$ cat config.mk
export PLATFORM = sky130hd
export DESIGN_NAME = sys_cmd_ctrl_flat
export DESIGN_NICKNAME = d
export VERILOG_FILES = /design/src/rtl/sys_cmd_ctrl_if.sv /design/src/rtl/sys_cmd_ctrl.sv /design/src/flat_wrapper.sv
export SDC_FILE = /design/constraint.sdc
export NUM_CORES = 1
export LEC_CHECK = 0
export ABC_CLOCK_PERIOD_IN_PS = 2000
export CAP_MARGIN = 20
export CORE_UTILIZATION = 40
export CTS_CLUSTER_DIAMETER = 80
export DETAILED_ROUTE_END_ITERATION = 10
export MAX_ROUTING_LAYER = met4
export PLACE_DENSITY = 0.74
export RECOVER_POWER = 25
export SYNTH_ARGS = -nofsm -noshare
export SYNTH_HDL_FRONTEND = slang
export SYNTH_SLANG_ARGS = --single-unit
export TNS_END_PERCENT = 20
$ cat constraint.sdc
create_clock -name CLK -period 2 [get_ports CLK]
set_input_delay 0.4 -clock CLK [delete_from_list [all_inputs] [get_ports CLK]]
set_output_delay 0.4 -clock CLK [all_outputs]
set_load 0.02 [all_outputs]
$ cat src/rtl/sys_cmd_ctrl_if.sv
// sys_cmd_ctrl bus bundle: UART RX bytes, register file,
// ALU and UART TX parallel handshake.
interface sys_cmd_ctrl_if #(
  parameter int DATA_WIDTH    = 8,
  parameter int ADDR_WIDTH    = 4,
  parameter int ALU_OUT_WIDTH = 16,
  parameter int FUN_WIDTH     = 4
);
  logic [DATA_WIDTH-1:0]    RX_P_DATA;
  logic                     RX_D_VLD;
  logic [ADDR_WIDTH-1:0]    RF_Address;
  logic                     RF_WrEn;
  logic                     RF_RdEn;
  logic [DATA_WIDTH-1:0]    RF_WrData;
  logic [DATA_WIDTH-1:0]    RF_RdData;
  logic                     RF_RdData_Valid;
  logic                     ALU_EN;
  logic [FUN_WIDTH-1:0]     ALU_FUN;
  logic [ALU_OUT_WIDTH-1:0] ALU_OUT;
  logic                     ALU_OUT_Valid;
  logic                     CLK_GATE_EN;
  logic [ALU_OUT_WIDTH-1:0] TX_P_DATA;
  logic                     TX_D_VLD;
  logic                     TX_BUSY;

  modport master (
    input  RX_P_DATA, RX_D_VLD,
    input  RF_RdData, RF_RdData_Valid,
    input  ALU_OUT, ALU_OUT_Valid,
    input  TX_BUSY,
    output RF_Address, RF_WrEn, RF_RdEn,
    output RF_WrData, ALU_EN, ALU_FUN,
    output CLK_GATE_EN, TX_P_DATA, TX_D_VLD
  );

  modport slave (
    output RX_P_DATA, RX_D_VLD,
    output RF_RdData, RF_RdData_Valid,
    output ALU_OUT, ALU_OUT_Valid,
    output TX_BUSY,
    input  RF_Address, RF_WrEn, RF_RdEn,
    input  RF_WrData, ALU_EN, ALU_FUN,
    input  CLK_GATE_EN, TX_P_DATA, TX_D_VLD
  );
endinterface

$ cat src/rtl/sys_cmd_ctrl.sv
// Host command frame decoder driving the register file and ALU,
// returning results to the UART TX parallel port.
module sys_cmd_ctrl #(
  parameter int DATA_WIDTH    = 8,
  parameter int ADDR_WIDTH    = 4,
  parameter int ALU_OUT_WIDTH = 16,
  parameter int FUN_WIDTH     = 4
) (
  input  logic           CLK,
  input  logic           RST,
  sys_cmd_ctrl_if.master bus
);

  localparam logic [3:0] S_IDLE     = 4'd0;
  localparam logic [3:0] S_WR_ADDR  = 4'd1;
  localparam logic [3:0] S_WR_DATA  = 4'd2;
  localparam logic [3:0] S_RD_ADDR  = 4'd3;
  localparam logic [3:0] S_RD_WAIT  = 4'd4;
  localparam logic [3:0] S_OP_A     = 4'd5;
  localparam logic [3:0] S_OP_B     = 4'd6;
  localparam logic [3:0] S_ALU_FUN  = 4'd7;
  localparam logic [3:0] S_ALU_WAIT = 4'd8;
  localparam logic [3:0] S_TX_WAIT  = 4'd9;

  localparam logic [DATA_WIDTH-1:0] CMD_WR  = 8'hAA;
  localparam logic [DATA_WIDTH-1:0] CMD_RD  = 8'hBB;
  localparam logic [DATA_WIDTH-1:0] CMD_ALU = 8'hCC;
  localparam logic [DATA_WIDTH-1:0] CMD_FUN = 8'hDD;

  localparam int PAD = ALU_OUT_WIDTH - DATA_WIDTH;

  logic [3:0] state;
  logic       vld;

  assign vld = bus.RX_D_VLD;

  always_ff @(posedge CLK or negedge RST) begin
    if (!RST) begin
      state           <= S_IDLE;
      bus.RF_Address  <= '0;
      bus.RF_WrEn     <= 1'b0;
      bus.RF_RdEn     <= 1'b0;
      bus.RF_WrData   <= '0;
      bus.ALU_EN      <= 1'b0;
      bus.ALU_FUN     <= '0;
      bus.CLK_GATE_EN <= 1'b0;
      bus.TX_P_DATA   <= '0;
      bus.TX_D_VLD    <= 1'b0;
    end else begin
      bus.RF_WrEn  <= 1'b0;
      bus.RF_RdEn  <= 1'b0;
      bus.ALU_EN   <= 1'b0;
      bus.TX_D_VLD <= 1'b0;
      case (state)
        S_IDLE: begin
          if (vld) begin
            case (bus.RX_P_DATA)
              CMD_WR:  state <= S_WR_ADDR;
              CMD_RD:  state <= S_RD_ADDR;
              CMD_ALU: begin
                state           <= S_OP_A;
                bus.CLK_GATE_EN <= 1'b1;
              end
              CMD_FUN: begin
                state           <= S_ALU_FUN;
                bus.CLK_GATE_EN <= 1'b1;
              end
              default: state <= S_IDLE;
            endcase
          end
        end
        S_WR_ADDR: begin
          if (vld) begin
            bus.RF_Address <= bus.RX_P_DATA[ADDR_WIDTH-1:0];
            state          <= S_WR_DATA;
          end
        end
        S_WR_DATA: begin
          if (vld) begin
            bus.RF_WrData <= bus.RX_P_DATA;
            bus.RF_WrEn   <= 1'b1;
            state         <= S_IDLE;
          end
        end
        S_RD_ADDR: begin
          if (vld) begin
            bus.RF_Address <= bus.RX_P_DATA[ADDR_WIDTH-1:0];
            bus.RF_RdEn    <= 1'b1;
            state          <= S_RD_WAIT;
          end
        end
        S_RD_WAIT: begin
          if (bus.RF_RdData_Valid) begin
            bus.TX_P_DATA <= {{PAD{1'b0}}, bus.RF_RdData};
            state         <= S_TX_WAIT;
          end
        end
        // operands land in fixed RF slots 0 and 1
        S_OP_A: begin
          if (vld) begin
            bus.RF_Address <= ADDR_WIDTH'(0);
            bus.RF_WrData  <= bus.RX_P_DATA;
            bus.RF_WrEn    <= 1'b1;
            state          <= S_OP_B;
          end
        end
        S_OP_B: begin
          if (vld) begin
            bus.RF_Address <= ADDR_WIDTH'(1);
            bus.RF_WrData  <= bus.RX_P_DATA;
            bus.RF_WrEn    <= 1'b1;
            state          <= S_ALU_FUN;
          end
        end
        S_ALU_FUN: begin
          if (vld) begin
            bus.ALU_FUN <= bus.RX_P_DATA[FUN_WIDTH-1:0];
            bus.ALU_EN  <= 1'b1;
            state       <= S_ALU_WAIT;
          end
        end
        S_ALU_WAIT: begin
          if (bus.ALU_OUT_Valid) begin
            bus.TX_P_DATA   <= bus.ALU_OUT;
            bus.CLK_GATE_EN <= 1'b0;
            state           <= S_TX_WAIT;
          end
        end
        S_TX_WAIT: begin
          if (!bus.TX_BUSY) begin
            bus.TX_D_VLD <= 1'b1;
            state        <= S_IDLE;
          end
        end
        default: state <= S_IDLE;
      endcase
    end
  end

endmodule

$ cat src/flat_wrapper.sv
// flat-port wrapper written by rule: the top's interface ports become plain ports
module sys_cmd_ctrl_flat 
#(
  parameter int DATA_WIDTH    = 8,
  parameter int ADDR_WIDTH    = 4,
  parameter int ALU_OUT_WIDTH = 16,
  parameter int FUN_WIDTH     = 4
)
  (CLK, RST, bus_RX_P_DATA, bus_RX_D_VLD, bus_RF_RdData, bus_RF_RdData_Valid, bus_ALU_OUT, bus_ALU_OUT_Valid, bus_TX_BUSY, bus_RF_Address, bus_RF_WrEn, bus_RF_RdEn, bus_RF_WrData, bus_ALU_EN, bus_ALU_FUN, bus_CLK_GATE_EN, bus_TX_P_DATA, bus_TX_D_VLD);
  sys_cmd_ctrl_if #(.DATA_WIDTH(DATA_WIDTH), .ADDR_WIDTH(ADDR_WIDTH), .ALU_OUT_WIDTH(ALU_OUT_WIDTH), .FUN_WIDTH(FUN_WIDTH)) bus_i ();
  input  logic CLK;
  input  logic RST;
  input wire logic [$bits(bus_i.RX_P_DATA)-1:0] bus_RX_P_DATA;
  input wire logic [$bits(bus_i.RX_D_VLD)-1:0] bus_RX_D_VLD;
  input wire logic [$bits(bus_i.RF_RdData)-1:0] bus_RF_RdData;
  input wire logic [$bits(bus_i.RF_RdData_Valid)-1:0] bus_RF_RdData_Valid;
  input wire logic [$bits(bus_i.ALU_OUT)-1:0] bus_ALU_OUT;
  input wire logic [$bits(bus_i.ALU_OUT_Valid)-1:0] bus_ALU_OUT_Valid;
  input wire logic [$bits(bus_i.TX_BUSY)-1:0] bus_TX_BUSY;
  output wire logic [$bits(bus_i.RF_Address)-1:0] bus_RF_Address;
  output wire logic [$bits(bus_i.RF_WrEn)-1:0] bus_RF_WrEn;
  output wire logic [$bits(bus_i.RF_RdEn)-1:0] bus_RF_RdEn;
  output wire logic [$bits(bus_i.RF_WrData)-1:0] bus_RF_WrData;
  output wire logic [$bits(bus_i.ALU_EN)-1:0] bus_ALU_EN;
  output wire logic [$bits(bus_i.ALU_FUN)-1:0] bus_ALU_FUN;
  output wire logic [$bits(bus_i.CLK_GATE_EN)-1:0] bus_CLK_GATE_EN;
  output wire logic [$bits(bus_i.TX_P_DATA)-1:0] bus_TX_P_DATA;
  output wire logic [$bits(bus_i.TX_D_VLD)-1:0] bus_TX_D_VLD;
  assign bus_i.RX_P_DATA = bus_RX_P_DATA;
  assign bus_i.RX_D_VLD = bus_RX_D_VLD;
  assign bus_i.RF_RdData = bus_RF_RdData;
  assign bus_i.RF_RdData_Valid = bus_RF_RdData_Valid;
  assign bus_i.ALU_OUT = bus_ALU_OUT;
  assign bus_i.ALU_OUT_Valid = bus_ALU_OUT_Valid;
  assign bus_i.TX_BUSY = bus_TX_BUSY;
  assign bus_RF_Address = bus_i.RF_Address;
  assign bus_RF_WrEn = bus_i.RF_WrEn;
  assign bus_RF_RdEn = bus_i.RF_RdEn;
  assign bus_RF_WrData = bus_i.RF_WrData;
  assign bus_ALU_EN = bus_i.ALU_EN;
  assign bus_ALU_FUN = bus_i.ALU_FUN;
  assign bus_CLK_GATE_EN = bus_i.CLK_GATE_EN;
  assign bus_TX_P_DATA = bus_i.TX_P_DATA;
  assign bus_TX_D_VLD = bus_i.TX_D_VLD;
  sys_cmd_ctrl #(.DATA_WIDTH(DATA_WIDTH), .ADDR_WIDTH(ADDR_WIDTH), .ALU_OUT_WIDTH(ALU_OUT_WIDTH), .FUN_WIDTH(FUN_WIDTH)) u_core (.CLK(CLK), .RST(RST), .bus(bus_i));
endmodule
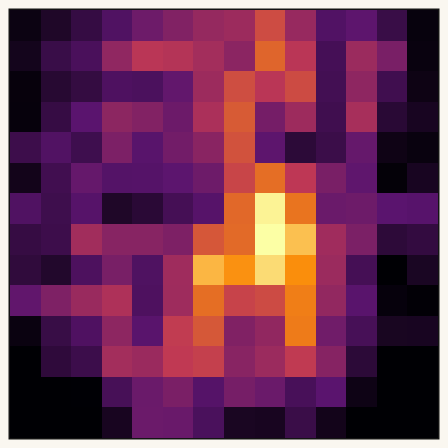
(routed metal per tile)
14 x 14 tiles, from black (low) to pale yellow (high), scaled to the fullest tile. Values are wire area over tile area, all layers added.
nearly empty tiles = 10%
mean over tiles = 0.14
densest ninth of the die = centre

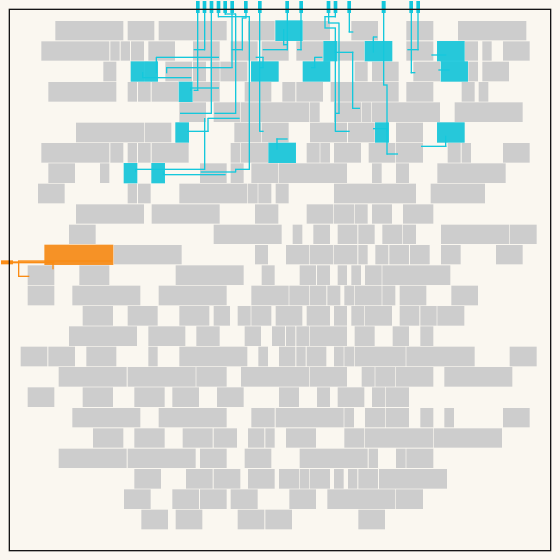
(I/O nets highlighted)
cyan -> `bus_ALU_OUT`  # bits 16, direction input, edge north, end cells 16, buffers 16, wire 301 um
orange -> `bus_ALU_EN`  # bits 1, direction output, edge west, end cells 1, buffers 1, wire 22.0 um
Ports: 75
Buffers on Ports: 74

==> impl_metrics.csv <==
group,metric,value,unit
route,drtIter0Drc,223,
cts,cts_buffers,5,
cts,htree_levels,2,
critical_path,crit_buf_inv,1,
grt,grt_max_degree,33,
yosys,synthArstFlopShare,100,%
yosys,edf_count,0,
sta,rsz0062_at_grt,"no",
cts,cts_tree,"yes",
cts,clkTransAtPathRegs,0.08,ns
yosys,yosys.area_share.aoi,14.5,%
yosys,syn_area_per_cell,10.5,um2
placement,hpwl,3480,um
critical_path,critical_path_arrival,1.97,ns
yosys,top_area_share,52.2,%
sta,finalClockSkew,0.00622,ns
grt,grt_usage,19.5,%
yosys,synth_flops,41,
critical_path,cp_data_required_time,2.17,ns
cts,clk_latency,0.29,ns
grt,grt_pass1_vias,1525,
die,placementRows,25,
route,routedWlPerCell,14.0,um
die,die_w,72.1,um
cts,hold_buffers,0,
critical_path,critPathKind,"reg2reg",
power,peakVddDrop,0.760,mV
flow_run,cap_violations,0,
critical_path,slowest_delay,0.52,ns
run_status,outcome,"finished, final reports clean",
power,power.total,3650,uW
yosys,flop_cell,"dfrtp_1",
yosys,syn_area,1970,um2
yosys,synth_top_cell_by_count,"dfrtp_1",
route,drc,0,
grt,antenna_found_initial,0,
critical_path,start_kind,"flip-flop",
yosys,ys_sh_simple,15.6,%
sta,max_slew_margin,35.4,%
placement,gpl.final_weighted_congestion,0.949,
layout,fin_nets,306,
yosys,synth-xor-area-share,0.891,%
die,core,4720,um2
critical_path,slowest_stage,"dfrtp_1",
cts,cts_root_buf,"clkbuf_8",
route,first_pass_iters,4,
yosys,yosysCellCount,187,
yosys,synth-seq-area-share,52.2,%
grt,grt.overflow.total,0,
grt,grt_pass1_wl,7590,um
critical_path,critical_path.top_delay_family,"flip-flops",
sta,worst_slack,0.198,ns
sta,period_used_share,90.1,%
layout,drive_above_1_share,13.4,%
layout,area_growth_syn_to_layout,49.0,%
critical_path,crit_chain,"inv_1, or2_4, a21boi_4, mux2_2",
route,antenna_left,0,
power,power_density,1250,nW/um2
placement,place_ws,0.0781,ns
layout,seqCellArea,1030,um2
route,viasPerCell,4.92,
sta,fmax,0.555,GHz
yosys,synth-adder-area-share,0,%
yosys,top_cells_by_area,"dfrtp_1, mux2_2, mux2i_1, o21ai_0, a21oi_1",
yosys,ys_warn_count,0,
die,chip_area,5200,um2
yosys,ys_sh_mux,10.9,%
layout,logic_area,830,um2
sta,hold_viol_final,0,
yosys,synth_top_cell_by_area,"dfrtp_1",
sta,drv_slew,0,
critical_path,endpoint_kind,"flip-flop",
yosys,fp_nets,225,
cts,cts_setup_buffers,0,
cts,clkSinkCount,41,
yosys,top_logic_kind,"simple AND/OR/NAND/NOR gates",
critical_path,worst-path-max-fanout,11,
cts,ctsResizeCount,0,
yosys,yosys-top-cells-count,"dfrtp_1, o21ai_0, inv_1",
layout,antennaDiodeCount,0,
sta,setup_tns,0,ns
layout,mostFrequentLayoutCell,"clkdlybuf4s50_1",
yosys,synth_cells,187,
power,p_leak,0.00122,uW
die,die_y,72.1,um
sta,finalSetupViolCount,0,
yosys,synthDistinctLibCells,44,
flow_run,log.warning_count,26,
yosys,ys_area,1970,um2
cts,clk_path_buf_depth,2,
die,fp_util,41.6,%
sta,tightest_slew,0.970,ns
sta,min_period,1.80,ns
layout,lay_top_cells,"clkdlybuf4s50_1, dfrtp_1, o21ai_0, inv_1",
min_path,hold_class,"in2async",
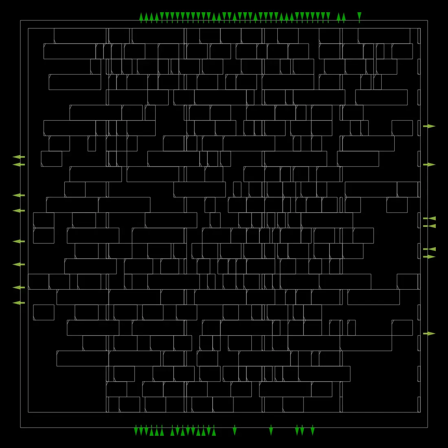
(cell outlines without signal wires)
Fillers: 406
sequential cell area share: 35.0%
Layout Utilization: 62.1%

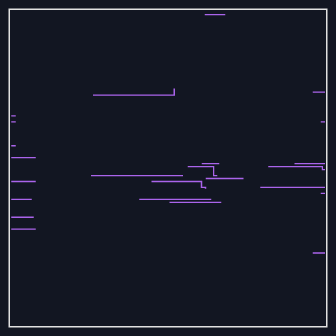
(met3 routing)
main direction = horizontal
longest straight run = 20.7 um
wire length on this layer = 174 um
nets with wire on the layer = 22
Detailed Route WL: 4710 um
met3 Resource Use GR: 4.44%
vias post-DR: 1652

[state kept, by name, summed over array words and instances, names as in the netlist]
name and flops:
u_core.bus.TX_P_DATA 16, u_core.bus.ALU_FUN 4, u_core.bus.TX_D_VLD 1, u_core.state 4
u_core.bus.CLK_GATE_EN 1, u_core.bus.RF_RdEn 1, u_core.bus.ALU_EN 1, u_core.bus.RF_Address 4
u_core.bus.RF_WrData 8, u_core.bus.RF_WrEn 1
[metrics by stage]
stage               area (um2)  instances  hold WS, ns
CTS                       2950        336       0.0609
detailed placement        2830        328        0.378
global placement          2830        328        0.365
floorplan                 1970        187        0.104
global route              2930        336        0.321
finish                    2930        336        0.241
[final timing paths]
path | start | endpoint | slack (ns) | cells past startpoint
max | u_core.state[2] | u_core.bus.RF_WrData[2] | 0.20 | 4
min | RST | u_core.state[3] | 0.24 | 1
max reg2reg | u_core.state[2] | u_core.bus.RF_WrData[2] | 0.20 | 4
min reg2reg | u_core.bus.RF_Address[1] | u_core.bus.RF_Address[1] | 0.49 | 2
max in group asynchronous | RST | u_core.bus.RF_WrData[4] | 0.65 | 2
min in group CLK | u_core.bus.RF_Address[1] | u_core.bus.RF_Address[1] | 0.49 | 2
[layout make-up]
| class | instances | share of cell area, % |
|---|---|---|
| clock buffer | 7 | 2.94 |
| clock inverter | 1 | 1.02 |
| inverter | 13 | 1.66 |
| multi-input combinational | 122 | 28.3 |
| sequential | 41 | 35.0 |
| tap | 67 | 2.86 |
| timing repair buffer | 85 | 28.2 |
[metal layers]
metal	track usage [%]	up-vias	routed length (um)
met5	-	-	0
met4	7.41	0	57
met3	4.44	4	174
met2	28.3	32	2320
met1	26.6	788	2150
li1	-	828	-
[where the power goes]
part	internal [uW]	switching, uW	total (uW)
sequential	1100	198	1290
clock	407	269	675
combinational	851	830	1680
total	2350	1300	3650
No activity file was given, so power comes from the tool's default toggle rates.
